Gate families picked out:
Scale: 4 px per um.
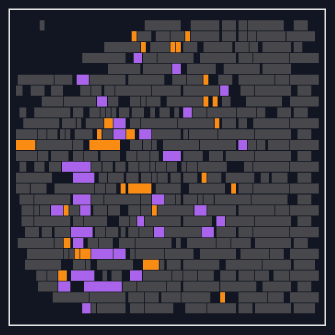
Routed metal, one color a layer:
Scale: 6 px per um.
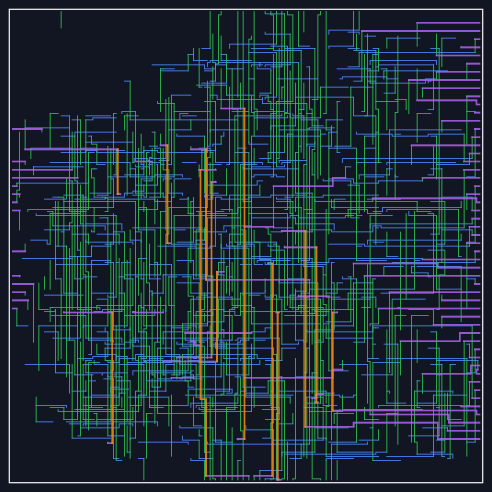
Clock network drawn from the DEF:
Scale: 4 px per um.
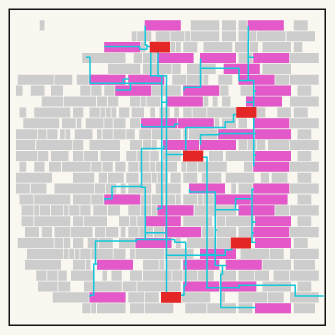
Floorplan with the power grid:
Scale: 4 px per um. Pins as bars on the die edge.
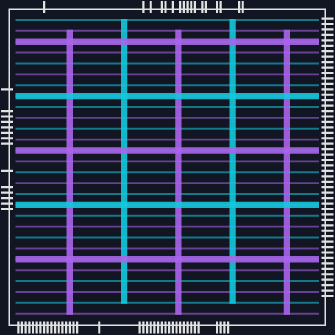
Design vga_fb_arbiter, sky130hd; sources not shown.
==> out/qor.yml <==
setup_path:
  critPathTopFamily: "adder cells"
  cp_num_cells: 11
  required_ps: 1650
  path_cells: "buf_8 > ha_4 > ha_4 > inv_2 > fa_2 > nand2b_4 > nor4_4 > o211a_1 > xnor2_1 > nor2_1 > a221o_1"
  r2r_cells: 2
  regToRegSetupSlack_ps: 570
  critical_path_class: "in -> reg"
  crit_buf_inv: 2
  critPathMaxFanout: 2
final_layout:
  largest_register_ffs: 15
  inv_count: 14
  clk_share_pct: 2.61
  comb.multi_input.count: 139
  drive_gt1_share_pct: 42.1
  diodes: 1
  final_cell_mix: "clkdlybuf4s50_1 (49), dfrtp_1 (45), buf_12 (44)"
  area_growth_pct: 101
  fin_nets: 447
  ff_latch_area_um2: 1130
  nNonClkBuffers: 148
  fill_cells: 267
  layout.area.comb_um2: 1370
  bufAreaShareNonClock_pct: 39.5
hold_path:
  hold_depth: 0
  hp-class: "reg -> reg"
yosys:
  ys_seq_share_pct: 49.2
  yosys_cells: 204
  synth_cell_types: 48
  yosysTopAreaCellShare_pct: 49.2
  syn_avg_cell_area_um2: 11.2
  async_flop_share_pct: 100
  synthFlopType: "dfrtp_1"
  synth.area.top_cells: "dfrtp_1 (49%), ha_1 (8.2%), mux2_1 (5.9%), and2_1 (3.3%), nor2_1 (3.1%)"
  yosys-stat-area_um2: 2290
  synth_area_leader_cell: "dfrtp_1"
clocking:
  cts_tree: "done"
  clk_pin_slew_ps: 90
  clk_path_buf_depth: 2
  cts_buffers: 5
  cts_sinks: 45
  cts.repair.resized: 54
  htreeDepth: 2
power:
  fin_total_pwr_w: 0.00537
  power_per_cell_area_nw_per_um2: 1170
  maxPowerGroup: "combinational cells"
  p_int_w: 0.00300
  p_sw_w: 0.00238
  p_leak_nw: 2.04
  power_frac_seq_pct: 27.6
  comb_power_w: 0.00297
placement:
  hpwl_mm: 6.04
  place_congestion: 0.818
  pre_cts_slack_ps: -1370
  placed_area_um2: 4230
  portBuffers: 102
global_route:
  grt_max_degree: 46
  grt_pass1_wl_mm: 12.5
  grt_overflow: 0
  antenna_found_initial: 1
  grt_pass1_vias: 2444
floorplan:
  taps: 72
  num_rows: 27
  fp-utilization_pct: 41.1
timing:
  tns_ps: -8690
  setup_viol: 28
  hold_viol_final: 0
  fin_crit_sh_pct: 139
  drv_slew: 0
  fin_ws_ps: -619
  period_needed_ps: 2220
route:
  ant_nets: 0
  via_per_inst: 5.26
  wl_mm: 8.10
  first_pass_iters: 4
  drc: 0
  drtIter0Drc: 72
status:
  violations: "negative setup slack"
  outcome: "finished, violations left"
-- 'gate families picked out' (at the start) --
NOR gates -> orange  # cells 26
inverting AOI/OAI gates -> purple  # cells 31
logic share of the area: 29.9%
dominant logic cell type in the layout: clkdlybuf4s50_1

-- 'routed metal, one color a layer' (at the start) --
met4 -> orange  # wire length 357 um
met2 -> green  # wire length 4350 um
met1 -> blue  # wire length 2820 um
met3 -> purple  # wire length 577 um
vias: 2248
WL/cell: 19.0 um

-- 'clock network drawn from the DEF' (at the start) --
flip-flops -> magenta  # count 45
cells driving clock nets -> red  # count 5
clock wires -> cyan  # length 568 um
routed clock nets = 6
clk ins delay skew pair: 310 ps
clock group share of total power: 17.0%
clk pwr: 0.000914 W

-- 'floorplan with the power grid' (at the start) --
VDD -> cyan
VSS -> purple
met5 straps = 5
met1 rails = 28
Peak VDD IR: 0.000929 V
Die H: 78.6 um
core area: 5570 um^2
Die Wd: 78.6 um

-- kinds of logic (layout without fill, tap and decap cells) --
group	count (synthesis)	after routing	share of synthesized area, %
and+or+nand+nor	61	61	13.5
adders and majority gates	17	17	9.94
DFF	45	45	49.2
xor gates and xnor gates	10	10	3.82
other	1	3	0.164
muxes	12	12	5.90
buffers and inverters	21	170	4.26
AOI/OAI and AO/OA	37	37	13.2
-- per-layer routing --
layer | global-route usage (%) | share of wire, % | vias to the layer above
met3 | 7.67 | 7.1 | 28
met1 | 27.2 | 35 | 1099
met4 | 14.1 | 4.4 | 0
met2 | 50.7 | 54 | 109
met5 | 0 | 0 | -
li1 | - | - | 1012
-- worst reg2reg max path, delay by kind of cell (launching register included) --
family          cells  cell delay, ps
flops               1             400
compound gates      1             270
simple gates        1             100
Power and IR drop assume default switching activity.
